File: src/rtl/sequential_wide_adder.sv
// ---------------------------------------------------------------------------
// sequential_wide_adder
//   Adds two WIDTH-bit operands plus a carry-in over N = WIDTH/CHUNK clock
//   cycles, one CHUNK-bit slice per cycle (LSB slice first), reusing a single
//   CHUNK-wide carry_select_adder. The slice carry-out is registered and fed
//   back as the carry-in of the next slice.
//
//   Ports
//     iClk    in   1      clock, rising edge
//     iRstN   in   1      asynchronous active-low reset
//     iValid  in   1      operand request valid
//     oReady  out  1      operands can be accepted (IDLE only)
//     iA, iB  in   WIDTH  operands
//     iC      in   1      carry-in
//     oValid  out  1      result valid (DONE only)
//     iReady  in   1      downstream accepts the result
//     oS      out  WIDTH  sum, modulo 2^WIDTH
//     oC      out  1      carry-out (bit WIDTH of A+B+C)
//
//   Also contains carry_select_adder, the CHUNK-wide combinational adder
//   used for each slice.
// ---------------------------------------------------------------------------

// carry_select_adder
//   Combinational WIDTH-bit adder built from BLOCK_WIDTH-bit blocks. Each block
//   precomputes its sum for carry-in 0 and 1; the incoming block carry selects.
//   Ports: iA, iB (WIDTH), iC (carry-in) -> oS (WIDTH), oC (carry-out).
module carry_select_adder #(
    parameter int WIDTH       = 16,
    parameter int BLOCK_WIDTH = 4
) (
    input  logic [WIDTH-1:0] iA,
    input  logic [WIDTH-1:0] iB,
    input  logic             iC,
    output logic [WIDTH-1:0] oS,
    output logic             oC
);
    localparam int NB = WIDTH / BLOCK_WIDTH;

    logic [NB:0] carry;

    assign carry[0] = iC;

    for (genvar g = 0; g < NB; g++) begin : g_blk
        logic [BLOCK_WIDTH:0] sum0;
        logic [BLOCK_WIDTH:0] sum1;

        // sum0 is at most 2^(BW+1)-2, so sum0+1 never overflows BW+1 bits.
        assign sum0 = {1'b0, iA[g*BLOCK_WIDTH +: BLOCK_WIDTH]}
                    + {1'b0, iB[g*BLOCK_WIDTH +: BLOCK_WIDTH]};
        assign sum1 = sum0 + (BLOCK_WIDTH+1)'(1);

        assign oS[g*BLOCK_WIDTH +: BLOCK_WIDTH] = carry[g] ? sum1[BLOCK_WIDTH-1:0]
                                                           : sum0[BLOCK_WIDTH-1:0];
        assign carry[g+1] = carry[g] ? sum1[BLOCK_WIDTH] : sum0[BLOCK_WIDTH];
    end

    assign oC = carry[NB];
endmodule

module sequential_wide_adder #(
    parameter int WIDTH       = 64,
    parameter int CHUNK       = 16,
    parameter int BLOCK_WIDTH = 4
) (
    input  logic             iClk,
    input  logic             iRstN,
    input  logic             iValid,
    output logic             oReady,
    input  logic [WIDTH-1:0] iA,
    input  logic [WIDTH-1:0] iB,
    input  logic             iC,
    output logic             oValid,
    input  logic             iReady,
    output logic [WIDTH-1:0] oS,
    output logic             oC
);
    localparam int N = WIDTH / CHUNK;
    localparam int K = (N > 1) ? $clog2(N) : 1;
    localparam logic [K-1:0] LAST_CNT = K'(N - 1);

    typedef enum logic [1:0] {
        IDLE,
        ADD,
        DONE
    } state_t;

    state_t            state;
    state_t            state_next;

    logic [WIDTH-1:0]  op_a;
    logic [WIDTH-1:0]  op_b;
    logic [WIDTH-1:0]  sum;
    logic              carry;
    logic [K-1:0]      cnt;

    logic              accept;
    logic              last;
    logic [31:0]       slice_base;
    logic [CHUNK-1:0]  slice_a;
    logic [CHUNK-1:0]  slice_b;
    logic [CHUNK-1:0]  slice_sum;
    logic              slice_carry;
    logic [WIDTH-1:0]  slice_mask;

    assign accept = iValid && (state == IDLE);
    assign last   = (cnt == LAST_CNT);

    // Slice selection and write-back use shifts by cnt*CHUNK rather than
    // variable part-selects so that N==1 (WIDTH==CHUNK) needs no special case.
    assign slice_base = 32'(cnt) * CHUNK;
    assign slice_a    = CHUNK'(op_a >> slice_base);
    assign slice_b    = CHUNK'(op_b >> slice_base);
    assign slice_mask = WIDTH'({CHUNK{1'b1}}) << slice_base;

    carry_select_adder #(
        .WIDTH       (CHUNK),
        .BLOCK_WIDTH (BLOCK_WIDTH)
    ) u_slice_adder (
        .iA (slice_a),
        .iB (slice_b),
        .iC (carry),
        .oS (slice_sum),
        .oC (slice_carry)
    );

    always_ff @(posedge iClk or negedge iRstN) begin
        if (!iRstN) begin
            state <= IDLE;
        end else begin
            state <= state_next;
        end
    end

    always_comb begin
        state_next = state;
        case (state)
            IDLE:    if (iValid) state_next = ADD;
            ADD:     if (last)   state_next = DONE;
            DONE:    if (iReady) state_next = IDLE;
            default: state_next = IDLE;
        endcase
    end

    always_ff @(posedge iClk or negedge iRstN) begin
        if (!iRstN) begin
            op_a  <= '0;
            op_b  <= '0;
            sum   <= '0;
            carry <= 1'b0;
            cnt   <= '0;
        end else if (accept) begin
            op_a  <= iA;
            op_b  <= iB;
            carry <= iC;
            cnt   <= '0;
        end else if (state == ADD) begin
            sum   <= (sum & ~slice_mask) | (WIDTH'(slice_sum) << slice_base);
            carry <= slice_carry;
            cnt   <= cnt + K'(1);
        end
    end

    // Outputs come straight from registers; nothing from iA/iB/iValid leaks
    // combinationally to oS/oC.
    assign oReady = (state == IDLE);
    assign oValid = (state == DONE);
    assign oS     = sum;
    assign oC     = carry;
endmodule

File: config.mk
export PLATFORM = sky130hd
export DESIGN_NAME = sequential_wide_adder
export DESIGN_NICKNAME = d
export VERILOG_FILES = /design/src/rtl/sequential_wide_adder.sv
export SDC_FILE = /design/constraint.sdc
export NUM_CORES = 1
export LEC_CHECK = 0
export CAP_MARGIN = 20
export CORE_MARGIN = 8
export CORE_UTILIZATION = 38
export DETAILED_ROUTE_END_ITERATION = 8
export PLACE_DENSITY = 0.65
export SYNTH_ARGS = -nofsm -noshare
export SYNTH_HDL_FRONTEND = slang
export SYNTH_SLANG_ARGS = --single-unit
File: constraint.sdc
create_clock -name iClk -period 4.9 [get_ports iClk]
set_input_delay 1.47 -clock iClk [delete_from_list [all_inputs] [get_ports iClk]]
set_output_delay 1.47 -clock iClk [all_outputs]
set_load 0.03 [all_outputs]
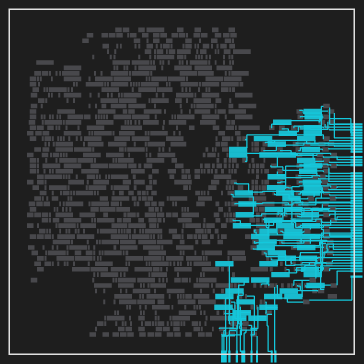
Figure 1: nets reached from selected ports.
Drawn at 2 px/um.
oS -> cyan  # bits 64, direction output, end cells 64, buffers 64, wire 2,640 um
Port Buffers: 199
top-level I/O count: 200

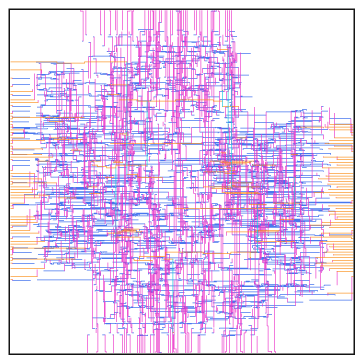
Figure 2: wiring by layer.
Drawn at 2 px/um.
M3 -> orange  # wire length 1,910 um
M1 -> blue  # wire length 11,500 um
M4 -> cyan  # wire length 319 um
M2 -> magenta  # wire length 12,500 um
WL/cell: 18.0 um
final WL: 26,200 um

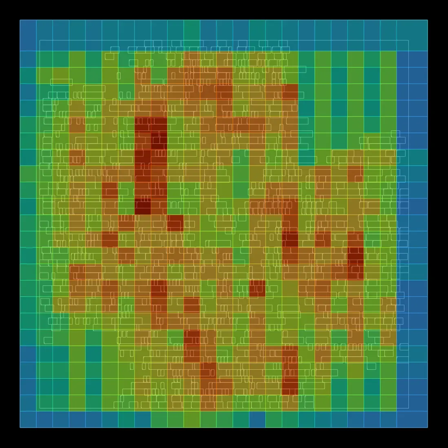
Figure 3: routing congestion map.
met1 usage: 23.7%
GRT Overall Usage: 18.0%

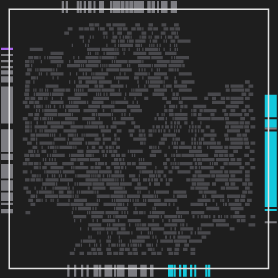
Figure 4: pin placement.
Drawn at 1.5 px/um. Pins as bars across the die edge, other pins in grey.
oS -> cyan  # pins 64, direction output, edge 53 east, 11 south
iClk -> purple  # pins 1, direction input, edge west
all pins by edge = 60 west, 55 east, 43 north, 42 south
chip width: 172 um
Die H: 172 um

==> flow_summary.ini <==
; physical design summary
[detailed_routing]
drt_iter0_markers = 559
routed-via-count = 7308
top_layer = met4
drt_pre_antenna_iters = 5
final_antenna_net_count = 0

[logic_synthesis]
synth.logic.top_family = simple AND/OR/NAND/NOR gates
fa_ha_area_share_pct = 4.13
synth_nets = 1108
topCellsByArea = dfrtp_1, nand2_1, mux4_2
syn-instance-count = 947
ys_area_sq_mm = 0.00922
top_cell = nand2_1
ys_sh_aoi_pct = 8.07
simple_gate_share_pct = 21.2

[critical_path]
critPathCapture = oS[61]
crit_cells = 12
critPathMaxStageDelay_ns = 0.65
cp-end-kind = flop
critical_path_class = flop to flop
r2r-start = cnt[0]
rr_worst_depth = 12

[outcome]
outcome = finished clean

[floorplan]
initial_utilization_pct = 38.2
well_tap_count = 324

[timing]
max_clock_freq_mhz = 227
maxSlewHeadroom_pct = 28.3

[cells_and_area]
register_area_sq_mm = 0.00493
clockBufferCount = 20

[power_and_ir_drop]
sequentialPower_mw = 2.92
p_seq_share_pct = 27.9
clockPowerShare_pct = 13.2
power_switching_mw = 4.90
pwr.group.clock_mw = 1.38
